--- src/rtl/mem_resp_pkg.sv ---
// Shared definitions for the mem_resp memory-bus responder.
//  - bus / byte widths and wait-state counter width
//  - FSM state encoding (IDLE=0, WAIT=1, DONE=2)
//  - lane_be: byte-lane enable select for word / byte accesses
package mem_resp_pkg;

  localparam int unsigned BUS_W  = 16;
  localparam int unsigned BYTE_W = 8;
  localparam int unsigned WCNT_W = 4;

  typedef enum logic [1:0] {
    IDLE = 2'd0,
    WAIT = 2'd1,
    DONE = 2'd2
  } state_t;

  // Word access enables both lanes; byte access picks the lane from addr[0].
  function automatic logic [1:0] lane_be(input logic bw, input logic a0);
    if (!bw) return 2'b11;
    return a0 ? 2'b10 : 2'b01;
  endfunction

endpackage

--- src/rtl/mem_resp_if.sv ---
// CPU MAB/MDB request/response bundle for mem_resp.
//  master (CPU side) : drives MAB_in, MDB_in, MW, BW, MEM_REQ
//  slave  (responder): drives MDB_out, MEM_RDY, MEM_SEL, MEM_ERR
interface mem_resp_if;
  import mem_resp_pkg::*;

  logic [BUS_W-1:0] MAB_in;
  logic [BUS_W-1:0] MDB_in;
  logic             MW;
  logic             BW;
  logic             MEM_REQ;
  logic [BUS_W-1:0] MDB_out;
  logic             MEM_RDY;
  logic             MEM_SEL;
  logic             MEM_ERR;

  modport master (
    output MAB_in, MDB_in, MW, BW, MEM_REQ,
    input  MDB_out, MEM_RDY, MEM_SEL, MEM_ERR
  );

  modport slave (
    input  MAB_in, MDB_in, MW, BW, MEM_REQ,
    output MDB_out, MEM_RDY, MEM_SEL, MEM_ERR
  );
endinterface

--- src/rtl/mem_resp_array.sv ---
// DEPTH x 16-bit storage for mem_resp.
//  clk   : clock
//  clr   : synchronous clear of every word
//  we    : write strobe, be selects the lanes written
//  idx   : word index for both the write and the combinational read
//  wdata : write data (both lanes presented, be decides)
//  rdata : combinational read of word idx
module mem_resp_array
  import mem_resp_pkg::*;
#(
  parameter int unsigned DEPTH = 64,
  localparam int unsigned AW   = $clog2(DEPTH)
) (
  input  logic             clk,
  input  logic             clr,
  input  logic             we,
  input  logic [1:0]       be,
  input  logic [AW-1:0]    idx,
  input  logic [BUS_W-1:0] wdata,
  output logic [BUS_W-1:0] rdata
);

  logic [BUS_W-1:0] mem [DEPTH];

  always_ff @(posedge clk) begin
    if (clr) begin
      for (int unsigned i = 0; i < DEPTH; i++) mem[i] <= '0;
    end else if (we) begin
      if (be[0]) mem[idx][BYTE_W-1:0]     <= wdata[BYTE_W-1:0];
      if (be[1]) mem[idx][BUS_W-1:BYTE_W] <= wdata[BUS_W-1:BYTE_W];
    end
  end

  assign rdata = mem[idx];

endmodule

--- src/rtl/mem_resp.sv ---
// Memory-bus responder: word-addressed RAM window on the CPU MAB/MDB bus
// with a programmable wait-state count and a one-cycle MEM_RDY pulse.
//  clk, rst : clock, synchronous active-high reset
//  bus      : mem_resp_if.slave (MAB_in, MDB_in, MW, BW, MEM_REQ in;
//             MDB_out, MEM_RDY, MEM_SEL, MEM_ERR out)
// Optional feature macro: MEM_RESP_ALIGN_ERR_EN -- misaligned word accesses
// complete with MEM_ERR, no commit and MDB_out=0. Without it the address is
// aligned down and MEM_ERR is tied low.
module mem_resp
  import mem_resp_pkg::*;
#(
  parameter int unsigned SIZE        = 16,
  parameter logic [15:0] BASE_ADDR   = 16'h0200,
  parameter int unsigned DEPTH       = 64,
  parameter int unsigned WAIT_STATES = 1
) (
  input logic      clk,
  input logic      rst,
  mem_resp_if.slave bus
);

  localparam int unsigned     AW       = $clog2(DEPTH);
  localparam logic [16:0]     WIN_LO   = {1'b0, BASE_ADDR};
  localparam logic [16:0]     WIN_HI   = WIN_LO + 17'(2 * DEPTH);
  localparam logic [WCNT_W-1:0] CNT_INIT =
    (WAIT_STATES > 0) ? WCNT_W'(WAIT_STATES - 1) : '0;

  if (SIZE != BUS_W)                   $error("mem_resp: SIZE must be 16");
  if (WAIT_STATES > 15)                $error("mem_resp: WAIT_STATES out of range");
  if (DEPTH < 2 || DEPTH > 1024)       $error("mem_resp: DEPTH out of range");

  state_t            state;
  logic [WCNT_W-1:0] cnt;
  logic [BUS_W-1:0]  a_addr, a_data;
  logic              a_mw, a_bw;

  logic              hit, accept, enter_done, misalign, we;
  logic [BUS_W-1:0]  c_addr, c_data;
  logic              c_mw, c_bw;
  logic [AW-1:0]     idx;
  logic [1:0]        be;
  logic [BUS_W-1:0]  wdata, rword, rdata_lane;

  logic              rdy_q, sel_q;
  logic [BUS_W-1:0]  out_q;

  assign hit    = bus.MEM_REQ && ({1'b0, bus.MAB_in} >= WIN_LO) && ({1'b0, bus.MAB_in} < WIN_HI);
  assign accept = (state == IDLE) && hit;
  assign enter_done = (accept && (WAIT_STATES == 0)) || ((state == WAIT) && (cnt == '0));

  // With zero wait states the access completes on the accepting edge, before
  // the latches are loaded, so the datapath works from the live bus in IDLE.
  assign c_addr = (state == IDLE) ? bus.MAB_in : a_addr;
  assign c_data = (state == IDLE) ? bus.MDB_in : a_data;
  assign c_mw   = (state == IDLE) ? bus.MW     : a_mw;
  assign c_bw   = (state == IDLE) ? bus.BW     : a_bw;

  assign idx   = AW'((c_addr - BASE_ADDR) >> 1);
  assign be    = lane_be(c_bw, c_addr[0]);
  assign wdata = c_bw ? {c_data[BYTE_W-1:0], c_data[BYTE_W-1:0]} : c_data;

`ifdef MEM_RESP_ALIGN_ERR_EN
  assign misalign = !c_bw && c_addr[0];
`else
  assign misalign = 1'b0;
`endif

  assign we = enter_done && c_mw && !misalign && !rst;

  assign rdata_lane = c_bw ? {8'h00, (c_addr[0] ? rword[BUS_W-1:BYTE_W] : rword[BYTE_W-1:0])}
                           : rword;

  mem_resp_array #(.DEPTH(DEPTH)) u_array (
    .clk   (clk),
    .clr   (rst),
    .we    (we),
    .be    (be),
    .idx   (idx),
    .wdata (wdata),
    .rdata (rword)
  );

`ifdef MEM_RESP_ALIGN_ERR_EN
  logic err_q;
`endif

  always_ff @(posedge clk) begin
    if (rst) begin
      state  <= IDLE;
      cnt    <= '0;
      a_addr <= '0;
      a_data <= '0;
      a_mw   <= 1'b0;
      a_bw   <= 1'b0;
      rdy_q  <= 1'b0;
      sel_q  <= 1'b0;
      out_q  <= '0;
`ifdef MEM_RESP_ALIGN_ERR_EN
      err_q  <= 1'b0;
`endif
    end else begin
      rdy_q <= 1'b0;
`ifdef MEM_RESP_ALIGN_ERR_EN
      err_q <= 1'b0;
`endif
      case (state)
        IDLE: if (accept) begin
          a_addr <= bus.MAB_in;
          a_data <= bus.MDB_in;
          a_mw   <= bus.MW;
          a_bw   <= bus.BW;
          sel_q  <= 1'b1;
          cnt    <= CNT_INIT;
          state  <= (WAIT_STATES == 0) ? DONE : WAIT;
        end
        WAIT: begin
          if (cnt == '0) state <= DONE;
          else           cnt   <= cnt - 1'b1;
        end
        DONE: begin
          state <= IDLE;
          sel_q <= 1'b0;
        end
        default: state <= IDLE;
      endcase

      if (enter_done) begin
        rdy_q <= 1'b1;
`ifdef MEM_RESP_ALIGN_ERR_EN
        err_q <= misalign;
`endif
        if (misalign)  out_q <= '0;
        else if (!c_mw) out_q <= rdata_lane;
      end
    end
  end

  assign bus.MDB_out = out_q;
  assign bus.MEM_RDY = rdy_q;
  assign bus.MEM_SEL = sel_q;
`ifdef MEM_RESP_ALIGN_ERR_EN
  assign bus.MEM_ERR = err_q;
`else
  assign bus.MEM_ERR = 1'b0;
`endif

endmodule

--- src/flat_wrapper.sv ---
// flat-port wrapper written by rule: the top's interface ports become plain ports
module mem_resp_flat import mem_resp_pkg::*;
#(
  parameter int unsigned SIZE        = 16,
  parameter logic [15:0] BASE_ADDR   = 16'h0200,
  parameter int unsigned DEPTH       = 64,
  parameter int unsigned WAIT_STATES = 1
)
  (clk, rst, bus_MAB_in, bus_MDB_in, bus_MW, bus_BW, bus_MEM_REQ, bus_MDB_out, bus_MEM_RDY, bus_MEM_SEL, bus_MEM_ERR);
  mem_resp_if bus_i ();
  input logic clk;
  input logic rst;
  input wire logic [$bits(bus_i.MAB_in)-1:0] bus_MAB_in;
  input wire logic [$bits(bus_i.MDB_in)-1:0] bus_MDB_in;
  input wire logic [$bits(bus_i.MW)-1:0] bus_MW;
  input wire logic [$bits(bus_i.BW)-1:0] bus_BW;
  input wire logic [$bits(bus_i.MEM_REQ)-1:0] bus_MEM_REQ;
  output wire logic [$bits(bus_i.MDB_out)-1:0] bus_MDB_out;
  output wire logic [$bits(bus_i.MEM_RDY)-1:0] bus_MEM_RDY;
  output wire logic [$bits(bus_i.MEM_SEL)-1:0] bus_MEM_SEL;
  output wire logic [$bits(bus_i.MEM_ERR)-1:0] bus_MEM_ERR;
  assign bus_i.MAB_in = bus_MAB_in;
  assign bus_i.MDB_in = bus_MDB_in;
  assign bus_i.MW = bus_MW;
  assign bus_i.BW = bus_BW;
  assign bus_i.MEM_REQ = bus_MEM_REQ;
  assign bus_MDB_out = bus_i.MDB_out;
  assign bus_MEM_RDY = bus_i.MEM_RDY;
  assign bus_MEM_SEL = bus_i.MEM_SEL;
  assign bus_MEM_ERR = bus_i.MEM_ERR;
  mem_resp #(.SIZE(SIZE), .BASE_ADDR(BASE_ADDR), .DEPTH(DEPTH), .WAIT_STATES(WAIT_STATES)) u_core (.clk(clk), .rst(rst), .bus(bus_i));
endmodule
--- config.mk ---
export PLATFORM = sky130hd
export DESIGN_NAME = mem_resp_flat
export DESIGN_NICKNAME = d
export VERILOG_FILES = /design/src/rtl/mem_resp_pkg.sv /design/src/rtl/mem_resp_if.sv /design/src/rtl/mem_resp_array.sv /design/src/rtl/mem_resp.sv /design/src/flat_wrapper.sv
export SDC_FILE = /design/constraint.sdc
export NUM_CORES = 2
export LEC_CHECK = 0
export CAP_MARGIN = 20
export CORE_UTILIZATION = 23
export DETAILED_ROUTE_END_ITERATION = 16
export PLACE_DENSITY_LB_ADDON = 0.1
export SYNTH_ARGS = -nofsm -noshare
export SYNTH_HDL_FRONTEND = slang
export SYNTH_HIERARCHICAL = 1
export SYNTH_SLANG_ARGS = --single-unit
--- constraint.sdc ---
create_clock -name clk -period 4.6 [get_ports clk]
set_input_delay 0.69 -clock clk [delete_from_list [all_inputs] [get_ports clk]]
set_output_delay 0.69 -clock clk [all_outputs]
set_load 0.02 [all_outputs]
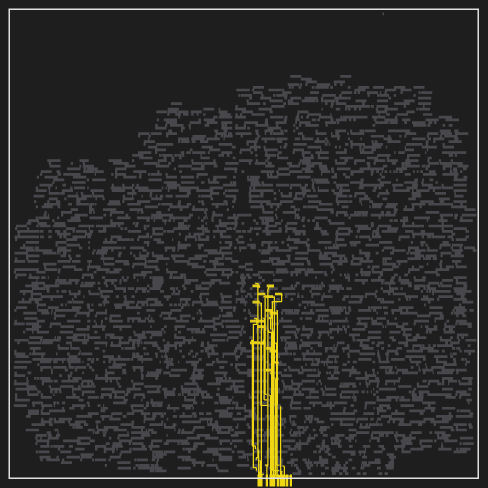
io_fan.png
Scale: 1 px per µm.
[yellow] bus_MDB_out | bits: 16 | direction: output | edge: bottom | end cells: 16 | buffers: 16 | wire: 2700 µm
number of port buffers: 54
# IOs: 56

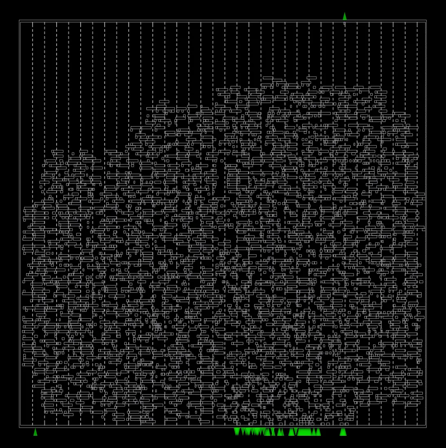
placement.png
Fill cells: 21900
# rows: 170
Cell Count, Final, Fillers Out: 6997

==> flow_metrics.tcl <==
# place-and-route summary
set metrics [dict create \
    slew_headroom 0.345 \
    ys_cells 3898 \
    top_cell "and2_1" \
    min_from "u_core/bus.MDB_out[11]$_SDFFE_PP0P_" \
    fin_skew_ns 0.0253 \
    rsz0062_at_grt "false" \
    synthTopCellsByCount "1030 x and2_1, 1024 x edfxtp_1, 223 x nor2_1" \
    floorplan.nets 3937 \
    postSynthCellCount 3898 \
    drt_first_iter_violations 2422 \
    netlist_area_mm2 0.0499 \
    lay_top_count "and2_1" \
    startpoint_type "register" \
    holdPathEnd "u_core/bus.MDB_out[11]$_SDFFE_PP0P_" \
    vias_per_cell 4.56 \
    n_all_inverters 7 \
    ys.warnings.count 6 \
    htreeDepth 4 \
    tap_cells 2838 \
    coreArea_mm2 0.215 \
    finalCritPeriodShare 0.943 \
    slew_violations 0 \
    wirelength_um 191000 \
    numCtsBuffers 134 \
    hold_buffers 0 \
    synth.avg_cell_area_um2 12.8 \
    wl_met3_um 7760 \
    peakVddDrop_uv 360 \
    syn_to_final_growth_pct 19.7 \
    top_area_cell "edfxtp_1" \
    setup_violations 0 \
    drc 0 \
    finalSetupTns_ns 0 \
    cp.required_ns 5.27 \
    dominant_cells "sequential cells" \
    critPathKind "register to register" \
    final_nets 4087 \
    clock_latency_ns 0.77 \
    drv_cap 0 \
    yosys_area_mm2 0.0499 \
    cts_setup_buffers 0 \
    drive_gt1_frac 0.175 \
    rr_worst_depth 13 \
    cts_resized 0 \
    fin_crit_ns 4.34 \
    seq_area_frac 0.531 \
    p_leak_nw 21.5 \
    finalHoldViolCount 0 \
    wl_per_cell_um 27.3 \
    top_layer "met5" \
    holdPathStages 2 \
    status "completed" \
    synth_cell_types 64 \
    antenna_left 0 \
    cts_sinks 1073 \
    gp_congestion 0.778 \
    fmax_mhz 230 \
]
## power by group
| group | internal, mW | switching, mW |
|---|---|---|
| clock | 5.90 | 4.40 |
| combinational | 0.541 | 1.29 |
| sequential | 11.0 | 0.116 |
## per-stage QoR
step,power (mW),instance area [µm²],std cells,hold slack (ns),setup WS (ns)
2_1_floorplan,12.1,49900,3898,0.456,1.26
3_3_place_gp,13.2,55500,6750,0.450,0.0182
3_5_place_dp,13.2,55500,6750,0.456,0.00690
4_1_cts,23.7,59700,6992,0.464,0.122
5_1_grt,24.1,59700,6992,0.480,0.0347
6_report,23.2,59700,6997,0.462,0.261
## registers in the layout (all words and copies together) (netlist names)
name                flops
u_core/a_addr           7
u_core/a_bw             1
u_core/a_data          16
u_core/a_mw             1
u_core/bus.MDB_out     16
u_core/bus.MEM_RDY      1
u_core/bus.MEM_SEL      1
u_core/cnt              4
u_core/state            2
u_core/u_array/mem   1024
## kinds of logic (layout without fill, tap and decap cells)
group	after synthesis	in the layout	synth area share
AOI/OAI and AO/OA	661	661	0.0980
adders and majority gates	2	2	0.000502
buffers and inverters	338	594	0.0311
muxes	215	215	0.0497
other	1	6	0.0000752
DFF	1073	1073	0.636
and+or+nand+nor	1608	1608	0.184
## critical path, cell delays in order (launching register included)
cell	delay [ns]
dfxtp_1	0.41
nor2_2	0.49
nand2_1	0.18
nand2_4	0.37
nor2b_4	0.83
a22oi_1	0.34
nand3_1	0.18
o211ai_1	0.18
buf_4	0.25
o2111ai_1	0.10
buf_4	0.19
or3_1	0.27
mux2i_1	0.15
a211oi_2	0.24
## metal layers
| metal | up-vias | GRT usage |
|---|---|---|
| li1 | 14700 | - |
| met1 | 16300 | 0.229 |
| met2 | 658 | 0.288 |
| met3 | 226 | 0.0281 |
| met4 | 2 | 0.0536 |
| met5 | - | 0 |
Power is estimated from default activity; no workload was simulated.
